==> config.mk <==
export PLATFORM = sky130hd
export DESIGN_NAME = alu_pipe
export DESIGN_NICKNAME = d
export VERILOG_FILES = /design/src/rtl/alu_pkg.sv /design/src/rtl/alu_mul_seq.sv /design/src/rtl/alu_pipe.sv
export SDC_FILE = /design/constraint.sdc
export NUM_CORES = 1
export LEC_CHECK = 0
export CAP_MARGIN = 20
export CORE_ASPECT_RATIO = 0.75
export CORE_UTILIZATION = 30
export DETAILED_ROUTE_END_ITERATION = 6
export SYNTH_ARGS = -nofsm -noshare
export SYNTH_HDL_FRONTEND = slang
export SYNTH_SLANG_ARGS = --single-unit
==> constraint.sdc <==
create_clock -name clk -period 4.5 [get_ports clk]
set_clock_uncertainty 0.2 [all_clocks]
set_input_delay 0.675 -clock clk [delete_from_list [all_inputs] [get_ports clk]]
set_output_delay 0.675 -clock clk [all_outputs]
set_load 0.005 [all_outputs]
==> src/rtl/alu_pkg.sv <==
// Shared opcode, FSM state and status-flag definitions for the ALU datapath.
package alu_pkg;
   localparam logic [3:0] OP_PASS = 4'h0;
   localparam logic [3:0] OP_ADD  = 4'h1;
   localparam logic [3:0] OP_SUB  = 4'h2;
   localparam logic [3:0] OP_NOT  = 4'h3;
   localparam logic [3:0] OP_OR   = 4'h4;
   localparam logic [3:0] OP_AND  = 4'h5;
   localparam logic [3:0] OP_XOR  = 4'h6;
   localparam logic [3:0] OP_SHL  = 4'h7;
   localparam logic [3:0] OP_SHR  = 4'h8;
   localparam logic [3:0] OP_SRA  = 4'h9;
   localparam logic [3:0] OP_MUL  = 4'hA;

   typedef enum logic {ST_IDLE = 1'b0, ST_MUL = 1'b1} state_t;

   // Bit positions inside the CPU status register.
   localparam int FLAG_Z = 0;
   localparam int FLAG_N = 1;
   localparam int FLAG_C = 2;
   localparam int FLAG_V = 3;
   localparam int FLAG_W = 4;
endpackage

==> src/rtl/alu_mul_seq.sv <==
// Sequential shift-add multiplier: one partial product per cycle, WIDTH cycles per op.
module alu_mul_seq #(
   parameter int WIDTH = 8
) (
   input  logic                 clk,
   input  logic                 rst_n,
   input  logic                 start,
   input  logic [WIDTH-1:0]     a,
   input  logic [WIDTH-1:0]     b,
   output logic                 done,
   output logic [2*WIDTH-1:0]   product
);
   localparam int CNT_W = $clog2(WIDTH);

   logic                 run;
   logic [CNT_W-1:0]     cnt;
   logic [2*WIDTH-1:0]   acc;
   logic [2*WIDTH-1:0]   mcand;
   logic [2*WIDTH-1:0]   acc_next;
   logic [WIDTH-1:0]     mplier;

   // product is the accumulator after the current step, so the final sum is
   // available on the same edge that retires the last step.
   assign acc_next = acc + (mplier[0] ? mcand : '0);
   assign done     = run && (cnt == CNT_W'(WIDTH - 1));
   assign product  = acc_next;

   always_ff @(posedge clk or negedge rst_n) begin
      if (!rst_n) begin
         run <= 1'b0;
         cnt <= '0;
      end else if (start) begin
         run <= 1'b1;
         cnt <= '0;
      end else if (run) begin
         if (done) run <= 1'b0;
         cnt <= cnt + CNT_W'(1);
      end
   end

   always_ff @(posedge clk) begin
      if (start) begin
         acc    <= '0;
         mcand  <= {{WIDTH{1'b0}}, a};
         mplier <= b;
      end else if (run) begin
         acc    <= acc_next;
         mcand  <= mcand << 1;
         mplier <= mplier >> 1;
      end
   end
endmodule

==> src/rtl/alu_pipe.sv <==
// Handshaked ALU with registered result/flags and an optional multi-cycle multiplier.
module alu_pipe
   import alu_pkg::*;
#(
   parameter int WIDTH  = 8,
   parameter int MUL_EN = 1
) (
   input  logic                 clk,
   input  logic                 rst_n,
   input  logic                 in_valid,
   output logic                 in_ready,
   input  logic [7:0]           opcode,
   input  logic [WIDTH-1:0]     in_1,
   input  logic [WIDTH-1:0]     in_2,
   output logic                 out_valid,
   input  logic                 out_ready,
   output logic [2*WIDTH-1:0]   out,
   output logic                 flag_z,
   output logic                 flag_n,
   output logic                 flag_c,
   output logic                 flag_v,
   output logic                 err,
   output logic                 busy
);
   localparam int SHAMT_W = $clog2(WIDTH);

   function automatic logic [FLAG_W-1:0] pack_flags(input logic z, input logic n,
                                                    input logic c, input logic v);
      logic [FLAG_W-1:0] f;
      f         = '0;
      f[FLAG_Z] = z;
      f[FLAG_N] = n;
      f[FLAG_C] = c;
      f[FLAG_V] = v;
      return f;
   endfunction

   state_t state, state_next;

   logic [3:0]           op;
   logic [SHAMT_W-1:0]   shamt;
   logic                 illegal_p0, is_mul_p0, accept;
   logic [WIDTH-1:0]     res_p0;
   logic                 c_p0, v_p0;
   logic [WIDTH:0]       sum_ext, dif_ext, shl_ext, shr_ext;
   logic signed [WIDTH:0] sra_ext;

   logic [2*WIDTH-1:0]   res_p1;
   logic [FLAG_W-1:0]    flags_p1;
   logic                 err_p1, vld_p1;

   logic                 mul_done;
   logic [2*WIDTH-1:0]   mul_product;

   assign op         = opcode[3:0];
   assign shamt      = in_2[SHAMT_W-1:0];
   assign illegal_p0 = (|opcode[7:4]) || (op > OP_MUL) || ((op == OP_MUL) && (MUL_EN == 0));
   assign is_mul_p0  = !illegal_p0 && (op == OP_MUL);
   assign in_ready   = (state == ST_IDLE) && (!vld_p1 || out_ready);
   assign accept     = in_valid && in_ready;
   assign busy       = (state == ST_MUL);

   // Extended operands: the extra bit carries carry/borrow or the last bit shifted out.
   assign sum_ext = {1'b0, in_1} + {1'b0, in_2};
   assign dif_ext = {1'b0, in_1} - {1'b0, in_2};
   assign shl_ext = {1'b0, in_1} << shamt;
   assign shr_ext = {in_1, 1'b0} >> shamt;
   assign sra_ext = $signed({in_1, 1'b0}) >>> shamt;

   always_comb begin
      res_p0 = '0;
      c_p0   = 1'b0;
      v_p0   = 1'b0;
      if (!illegal_p0) begin
         case (op)
            OP_PASS: res_p0 = in_1;
            OP_ADD: begin
               res_p0 = sum_ext[WIDTH-1:0];
               c_p0   = sum_ext[WIDTH];
               v_p0   = (in_1[WIDTH-1] == in_2[WIDTH-1]) && (sum_ext[WIDTH-1] != in_1[WIDTH-1]);
            end
            OP_SUB: begin
               res_p0 = dif_ext[WIDTH-1:0];
               c_p0   = dif_ext[WIDTH];
               v_p0   = (in_1[WIDTH-1] != in_2[WIDTH-1]) && (dif_ext[WIDTH-1] != in_1[WIDTH-1]);
            end
            OP_NOT: res_p0 = ~in_1;
            OP_OR:  res_p0 = in_1 | in_2;
            OP_AND: res_p0 = in_1 & in_2;
            OP_XOR: res_p0 = in_1 ^ in_2;
            OP_SHL: begin
               res_p0 = shl_ext[WIDTH-1:0];
               c_p0   = shl_ext[WIDTH];
            end
            OP_SHR: begin
               res_p0 = shr_ext[WIDTH:1];
               c_p0   = shr_ext[0];
            end
            OP_SRA: begin
               res_p0 = sra_ext[WIDTH:1];
               c_p0   = sra_ext[0];
            end
            default: ;
         endcase
      end
   end

   generate
      if (MUL_EN != 0) begin : g_mul
         alu_mul_seq #(.WIDTH(WIDTH)) u_mul (
            .clk     (clk),
            .rst_n   (rst_n),
            .start   (accept && is_mul_p0),
            .a       (in_1),
            .b       (in_2),
            .done    (mul_done),
            .product (mul_product)
         );
      end else begin : g_no_mul
         assign mul_done    = 1'b0;
         assign mul_product = '0;
      end
   endgenerate

   always_ff @(posedge clk or negedge rst_n) begin
      if (!rst_n) state <= ST_IDLE;
      else        state <= state_next;
   end

   always_comb begin
      state_next = state;
      case (state)
         ST_IDLE: if (accept && is_mul_p0) state_next = ST_MUL;
         ST_MUL:  if (mul_done)            state_next = ST_IDLE;
         default: state_next = ST_IDLE;
      endcase
   end

   // ---- stage p0 -> p1: result register ----
   always_ff @(posedge clk or negedge rst_n) begin
      if (!rst_n) begin
         res_p1   <= '0;
         flags_p1 <= '0;
         err_p1   <= 1'b0;
         vld_p1   <= 1'b0;
      end else if (accept && !is_mul_p0) begin
         res_p1   <= {{WIDTH{1'b0}}, res_p0};
         flags_p1 <= pack_flags(res_p0 == '0, res_p0[WIDTH-1], c_p0, v_p0);
         err_p1   <= illegal_p0;
         vld_p1   <= 1'b1;
      end else if ((state == ST_MUL) && mul_done) begin
         res_p1   <= mul_product;
         flags_p1 <= pack_flags(mul_product == '0, mul_product[2*WIDTH-1], 1'b0, 1'b0);
         err_p1   <= 1'b0;
         vld_p1   <= 1'b1;
      end else if (out_ready) begin
         vld_p1   <= 1'b0;
      end
   end

   assign out       = res_p1;
   assign out_valid = vld_p1;
   assign err       = err_p1;
   assign flag_z    = flags_p1[FLAG_Z];
   assign flag_n    = flags_p1[FLAG_N];
   assign flag_c    = flags_p1[FLAG_C];
   assign flag_v    = flags_p1[FLAG_V];
endmodule
**Congestion heat map**

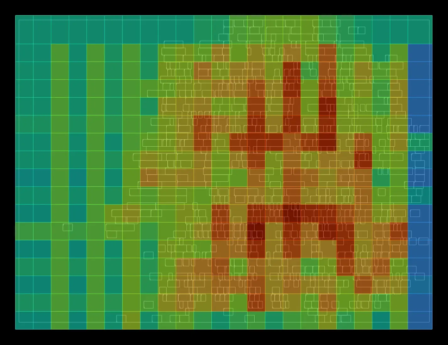
Final Core Density: 37.19%
grt peak-use layer: met1
met2 layer usage reported by global route: 25.27%
met3 demand-to-capacity share in global routing: 4.204%

**Placed cells, one colour a class**

The bar under the picture is 50 um long.
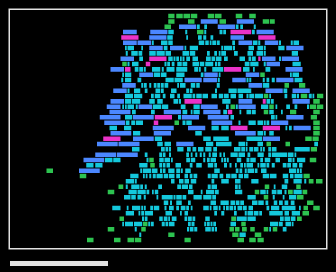
legend:
  clock drivers and dummy loads:
    colour: magenta
    cells: 16
  remaining buffers and delay cells:
    colour: green
    cells: 85
  registers:
    colour: blue
    cells: 67
  remaining logic cells:
    colour: cyan
    cells: 547
row cnt: 43
area inside the core boundary: 18560 um^2

**Clock distribution**

The bar under the picture is 50 um long.
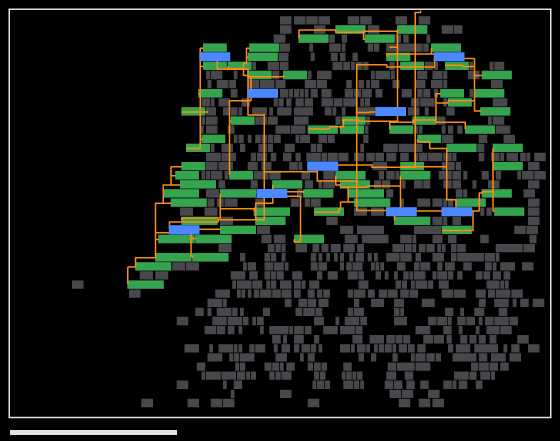
legend:
  flip-flops:
    colour: green
    count: 67
  clock wires:
    colour: orange
    length: 958 um
  clock-net drivers:
    colour: blue
    count: 9
routed clock nets: 10
clock network latency to the later pin of the worst-skew pair: 340 ps
clock distribution power: 695 uW
Clock power frac: 24.3%

**Selected gate families**

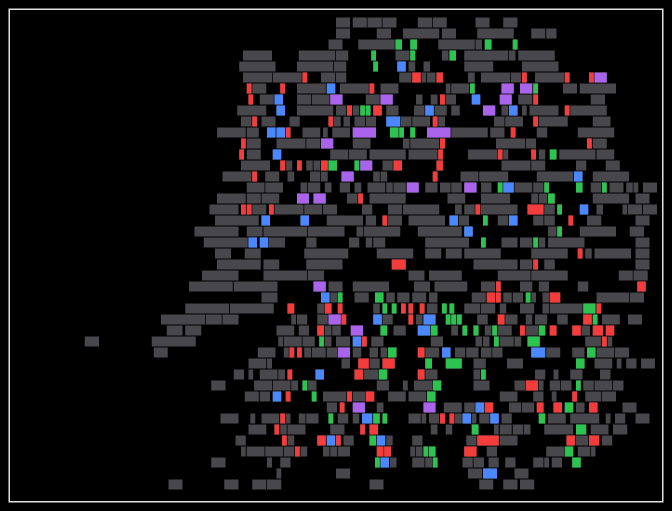
legend:
  xor and xnor cells:
    colour: purple
    cells: 22
    most_used: xnor2_1
  and/or cells:
    colour: blue
    cells: 38
    most_used: and2_1
  nor cells:
    colour: red
    cells: 104
    most_used: nor2_1
  nand cells:
    colour: green
    cells: 75
    most_used: nand2_1
fraction of standard cell area in multi-input logic: 54.81%
dominant logic cell type in the layout: nor2_1

**Register map, names as in the netlist**

The bar under the picture is 50 um long.
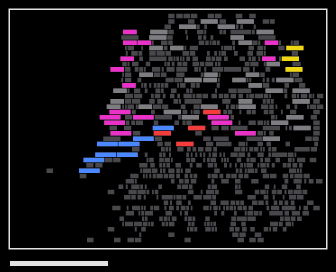
legend:
  g_mul.u_mul.mplier:
    colour: blue
    sequential_cells: 8
  flags_p1:
    colour: red
    sequential_cells: 4
    where: centre
  g_mul.u_mul.mcand:
    colour: magenta
    sequential_cells: 16
  g_mul.u_mul.cnt:
    colour: yellow
    sequential_cells: 3
not coloured: 36
Sequential Area: 1637 um^2
sequential-cell power consumption: 845 uW
sequential share of cell area: 23.71%

==> stage by stage <==
stage	cell area, um^2	hold slack, ps	instances	setup WS, ps	total power, uW
floorplan	5704	179.4	659	982.6	1794
global placement	6608	263.1	946	448.1	2146
detailed placement	6608	270.6	946	284.2	2147
CTS	6903	278.5	962	632.7	2855
global route	6903	295.5	962	326.0	3060
finish	6903	273.0	962	581.9	2861
==> how the worst max path moves through the flow <==
stage / slack, ps / to / depth (start not counted)
2_1_floorplan: 980 / flags_p1[1] / 12
5_1_grt: 330 / flags_p1[0] / 12
4_1_cts: 630 / flags_p1[0] / 12
6_report: 580 / flags_p1[0] / 12
3_5_place_dp: 280 / flags_p1[0] / 12
3_3_place_gp: 450 / out[7] / 11
==> run summary <==
The layout was made with Yosys and OpenROAD.

The run finished with clean final reports. The buffer cell driving the clock tree root is clkbuf_16. The maximum number of pins on one net before global-route repair is 34. By area the synthesized netlist is led by dfrtp_1, ha_1, dfxtp_1. The endpoint type of the worst setup path is a flip-flop.

The layout summary lists the proportion of cells stronger than drive strength 1 as 13.01%. The number of cells on the worst hold path is listed as 2. The first-pass detailed-route iteration total is 7.

The proportion of cell area spent on the clock network is approximately 4.3%. In this run the static leakage power is approximately 0.0027 uW. The xor/xnor share of the synthesized area is 3.641%. The via count of the first global-routing pass is between 4000 and 5000. The final critical path takes up between 80% and 90% of the cycle.

The first global-routing pass estimated 27130 um of wire. Setup repair after global routing left no endpoint under its margin. The worst-path maximum fanout is 4. The setup TNS after final layout is 0 ps.

The number of standard cells reported by yosys is around 660. The wire length per cell is ~18 um. The fraction of the mapped netlist area in compound gates is a little over a fifth.

The total number of warnings across the stage logs is 44. The vertical die dimension reported for this design is 121.4 um. The H-tree depth reported by CTS is 3. The final timing report lists a hold violation count of 0.

In this build the clock could be raised as far as roughly 0.26 GHz. The register bit count reported by yosys is around 67. The switching component of the power was reported as about 1100 uW. The yosys synthesis warning count is 0. For this design, the slowest cell found on the critical path is o41ai_1. The clock transition at the registers of the reported paths is about 60 ps. The mean number of vias per cell is 5.441.

The origin of the critical flop-to-flop path is g_mul.u_mul.mplier[0]. The inserted tap cell count is between 200 and 250.
Power and IR drop assume default switching activity.
